**src/rtl/instr_prefetch_queue.sv**
```systemverilog
// Instruction prefetch queue: runs sequential word fetches ahead of the fetch stage
// and buffers {pc, instr} pairs in order; a redirect flushes and discards in-flight data.
module instr_prefetch_queue #(
    parameter int              XLEN     = 32,
    parameter int              DEPTH    = 4,
    parameter logic [XLEN-1:0] RESET_PC = '0
) (
    input  logic            clk,
    input  logic            rst_n,
    input  logic            redirect_valid,
    input  logic [XLEN-1:0] redirect_addr,
    output logic            out_valid,
    input  logic            out_ready,
    output logic [31:0]     out_instr,
    output logic [XLEN-1:0] out_pc,
    output logic            mem_req_valid,
    input  logic            mem_req_ready,
    output logic [XLEN-1:0] mem_req_addr,
    input  logic            mem_rsp_valid,
    input  logic [31:0]     mem_rsp_data
);

    localparam int AW = $clog2(DEPTH);
    localparam logic [AW+1:0] DEPTH_C = (AW+2)'(DEPTH);

    logic [XLEN-1:0] fetch_pc;
    logic [XLEN-1:0] fifo_pc    [DEPTH];
    logic [31:0]     fifo_instr [DEPTH];
    logic [XLEN-1:0] req_pc     [DEPTH];
    logic [AW:0]     rd_ptr;
    logic [AW:0]     wr_ptr;
    logic [AW:0]     fifo_count;
    logic [AW:0]     outstanding;
    logic [AW:0]     discard;
    logic [AW-1:0]   req_rd;
    logic [AW-1:0]   req_wr;
    logic [AW+1:0]   credit_used;
    logic            req_fire;
    logic            rsp_ok;
    logic            push;
    logic            pop;
    logic            unused_addr_bits;

    // Buffered entries plus in-flight requests (including discards) share one credit pool,
    // so a returning response always finds room in the FIFO.
    assign fifo_count    = wr_ptr - rd_ptr;
    assign credit_used   = {1'b0, fifo_count} + {1'b0, outstanding};
    assign mem_req_valid = rst_n && !redirect_valid && (credit_used < DEPTH_C);
    assign mem_req_addr  = fetch_pc;
    assign req_fire      = mem_req_valid && mem_req_ready;

    // A response with nothing outstanding is a bus violation and is ignored entirely.
    assign rsp_ok = mem_rsp_valid && (outstanding != '0);
    assign push   = rsp_ok && (discard == '0) && !redirect_valid;

    assign out_valid = (fifo_count != '0);
    assign pop       = out_valid && out_ready;
    assign out_instr = fifo_instr[rd_ptr[AW-1:0]];
    assign out_pc    = fifo_pc[rd_ptr[AW-1:0]];

    assign unused_addr_bits = &{1'b0, redirect_addr[1:0]};

    always_ff @(posedge clk or negedge rst_n) begin
        if (!rst_n) begin
            fetch_pc    <= RESET_PC;
            rd_ptr      <= '0;
            wr_ptr      <= '0;
            outstanding <= '0;
            discard     <= '0;
            req_rd      <= '0;
            req_wr      <= '0;
            for (int i = 0; i < DEPTH; i++) begin
                fifo_pc[i]    <= '0;
                fifo_instr[i] <= '0;
                req_pc[i]     <= '0;
            end
        end else begin
            if (req_fire) begin
                req_pc[req_wr] <= fetch_pc;
                req_wr         <= req_wr + AW'(1);
            end
            if (rsp_ok) begin
                req_rd <= req_rd + AW'(1);
            end
            outstanding <= outstanding + (AW+1)'(req_fire) - (AW+1)'(rsp_ok);

            if (redirect_valid) begin
                // Every request still in flight after this cycle's response becomes a discard.
                fetch_pc <= {redirect_addr[XLEN-1:2], 2'b00};
                rd_ptr   <= '0;
                wr_ptr   <= '0;
                discard  <= outstanding - (AW+1)'(rsp_ok);
            end else begin
                if (req_fire) begin
                    fetch_pc <= fetch_pc + XLEN'(4);
                end
                if (push) begin
                    fifo_pc[wr_ptr[AW-1:0]]    <= req_pc[req_rd];
                    fifo_instr[wr_ptr[AW-1:0]] <= mem_rsp_data;
                    wr_ptr                     <= wr_ptr + (AW+1)'(1);
                end
                if (pop) begin
                    rd_ptr <= rd_ptr + (AW+1)'(1);
                end
                if (rsp_ok && (discard != '0)) begin
                    discard <= discard - (AW+1)'(1);
                end
            end
        end
    end

endmodule

```
**config.mk**
```make
export PLATFORM = sky130hd
export DESIGN_NAME = instr_prefetch_queue
export DESIGN_NICKNAME = d
export VERILOG_FILES = /design/src/rtl/instr_prefetch_queue.sv
export SDC_FILE = /design/constraint.sdc
export NUM_CORES = 1
export LEC_CHECK = 0
export ABC_AREA = 1
export ABC_CLOCK_PERIOD_IN_PS = 6900
export CAP_MARGIN = 20
export CORE_ASPECT_RATIO = 1.2
export CORE_MARGIN = 2
export CORE_UTILIZATION = 33
export DETAILED_ROUTE_END_ITERATION = 16
export SYNTH_ARGS = -nofsm -noshare
export SYNTH_HDL_FRONTEND = slang
export SYNTH_SLANG_ARGS = --single-unit
```
**constraint.sdc**
```tcl
create_clock -name clk -period 6.9 [get_ports clk]
set_clock_uncertainty 0.15 [all_clocks]
set_input_delay 1.035 -clock clk [delete_from_list [all_inputs] [get_ports clk]]
set_output_delay 1.035 -clock clk [all_outputs]
set_load 0.01 [all_outputs]
```
gate_families.png
Scale: 2 px per um.
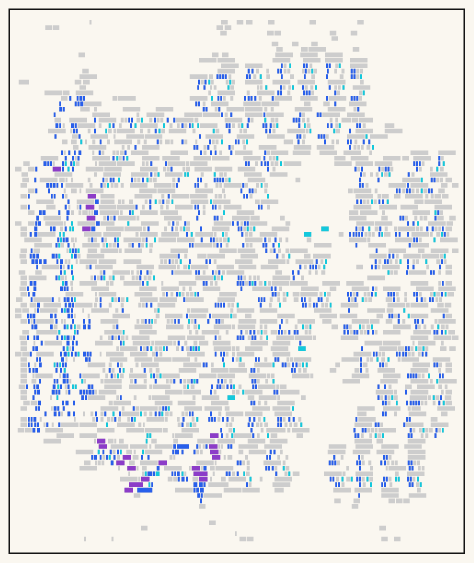
[blue] NAND gates | cells: 887 | most used: nand2_1
[cyan] NOR gates | cells: 237 | most used: nor2_1
[purple] adder and majority cells | cells: 21 | most used: ha_1
logic share of the area: 35.16%
final std cells w/o fill: 3400
most frequent logic cell in the layout: nand2_1

wire_density.png
Scale: 1.5 px per um. 23 x 27 tiles, from white (low) to dark blue (high), scaled to the fullest tile. Values are wire area over tile area, all layers added.
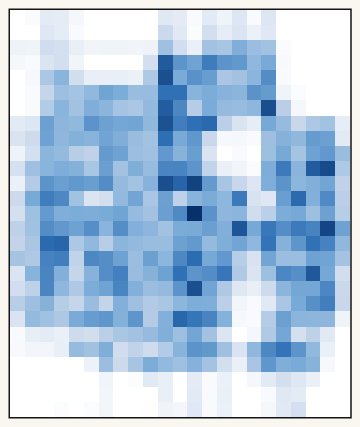
nearly empty tiles: 16%
fullest tile: 0.48
mean over tiles: 0.15
GRT Overall Usage: 19.01%
Via Count: 17210
WL final: 58.30 mm
wire length per cell: 17.15 um

## layout by cell type (no fill, tap or decap), types with 2 or more instances in the layout
cell type	synthesis	routed
nor2_4	0	4
ha_1	19	19
and2_1	2	2
o22ai_1	92	92
o21ai_0	339	339
nand2_1	795	795
dfrtp_1	414	412
clkdlybuf4s50_1	0	160
inv_2	3	8
clkbuf_1	104	11
nand2_2	4	4
buf_4	4	26
buf_16	0	4
xnor2_1	2	2
nand3_1	81	81
or2_2	2	2
buf_12	0	4
clkinv_2	0	5
nand4_1	4	4
conb_1	1	4
inv_1	71	70
clkbuf_8	0	16
o21ai_1	230	230
fa_1	2	2
nor2_1	232	232
xor2_1	11	11
clkbuf_16	0	50
## state kept, by name (all words and copies together), names as in the netlist
signal	count
fifo_instr	128
fifo_pc	120
req_pc	120
mem_req_addr	30
discard	3
outstanding	3
rd_ptr	3
wr_ptr	3
req_rd	2
req_wr	2
## stage by stage
step           instance area (um2)  utilization, %  power [mW]  hold slack, ns  std cells
6_report                     23520           39.71       9.645          0.2108       3400
5_1_grt                      23520           39.71       10.33          0.2419       3400
4_1_cts                      23350           39.42       9.718          0.2206       3393
3_5_place_dp                 21770           36.75       7.152          0.3132       3310
3_3_place_gp                 21770           36.75       7.042          0.3062       3310
2_1_floorplan                19660               -       5.541          0.2951       2497
## worst max-delay path by stage
stage / slack (ns) / to / start / cells after the start
2_1_floorplan: 3.13 / outstanding[2]$_DFF_PN0_ / rd_ptr[1]$_DFFE_PN0P_ / 17
3_3_place_gp: 2.09 / out_instr[4] / rd_ptr[0]$_DFFE_PN0P_ / 5
3_5_place_dp: 2.06 / out_instr[10] / rd_ptr[0]$_DFFE_PN0P_ / 5
5_1_grt: 1.73 / mem_req_valid / rd_ptr[0]$_DFFE_PN0P_ / 10
4_1_cts: 1.43 / out_instr[10] / rd_ptr[0]$_DFFE_PN0P_ / 5
6_report: 2.01 / mem_req_valid / rd_ptr[0]$_DFFE_PN0P_ / 10
## power breakdown
group / switching, mW / leakage [nW] / total (mW) / internal (mW)
logic: 2.21 / 5.19 / 3.60 / 1.39
registers: 0.430 / 5.53 / 3.51 / 3.08
clock network: 1.01 / 0.781 / 2.53 / 1.52
## logic make-up after synthesis
group | count (synthesis) | share of synthesized area, %
fa+ha+maj | 21 | 1.414
buf+inv | 255 | 5.361
flops | 414 | 52.72
other cells | 1 | 0.01908
simple gates | 1128 | 22.46
compound gates | 662 | 17.45
xor+xnor | 13 | 0.5794
## final cells by class
class | instances | area share (%)
clock buffer | 77 | 6.433
clock inverter | 6 | 0.2820
inverter | 80 | 1.282
multi-input combinational | 1828 | 35.16
sequential | 414 | 44.08
tap | 800 | 4.256
timing repair buffer | 195 | 8.513
## per-layer routing
metal / routed length (um) / up-vias
met2: 27870 / 538
li1: - / 8320
met4: 1679 / 0
met1: 24970 / 8258
met3: 3787 / 91
met5: 0 / -
==> impl_metrics.csv <==
group,metric,value,unit
synthesis,syn_inst,2494,
clock_network,cts_resized,0,
power,irDropWorstVdd,222.5,uV
grt,top_usage_layer,"met2",
clock_network,cts_buffers,48,
synthesis,ys.flop_type,"dfrtp_1",
clock_network,tritoncts,"yes",
setup_path,r2r_start,"rd_ptr[0]$_DFFE_PN0P_",
grt,antenna_found_initial,0,
timing,slew_violations,0,
timing,hold_viol_final,0,
power,p_leak,11.49,nW
run_status,run_status,"complete, no violations",
setup_path,crit_required,5.71,ns
grt,gr-total-overflow,0,
routing,drtIter0Drc,1302,
clock_network,cts.path.max_buffers,3,
timing,fmax,204.6,MHz
setup_path,crit_fanout,74,
synthesis,async_reset_ff_share,100.0,%
floorplan,rows,98,
routing,first_pass_iters,7,
timing,setup_tns,0,ns
routing,avgViaCountPerCell,5.061,
routing,final_antenna_net_count,0,
timing,finalSetupViolations,0,
setup_path,reg2reg_to,"req_pc[44]$_DFFE_PN0P_",
setup_path,ff2ff_setup_slack,2.28,ns
min_path,hp-class,"input port to asynchronous set/reset pin",
place,detailedPlace.worstSlack,2.063,ns
clock_network,h-tree-depth,2,
finish,comb_area,0.008268,mm2
finish,final-seq-area,0.01036,mm2
floorplan,core_area,0.05922,mm2
synthesis,top_area_cell,"dfrtp_1",
timing,rsz0062_at_grt,"no",
finish,drive_above_1_share,5.038,%
grt,grt_max_degree,161,
synthesis,ys_top_cells_by_count,"nand2_1, dfrtp_1, o21ai_0, nor2_1, o21ai_1",
place,hpwlAfterDp,33.94,mm
place,place_congestion,0.8686,
Power and IR drop assume default switching activity.
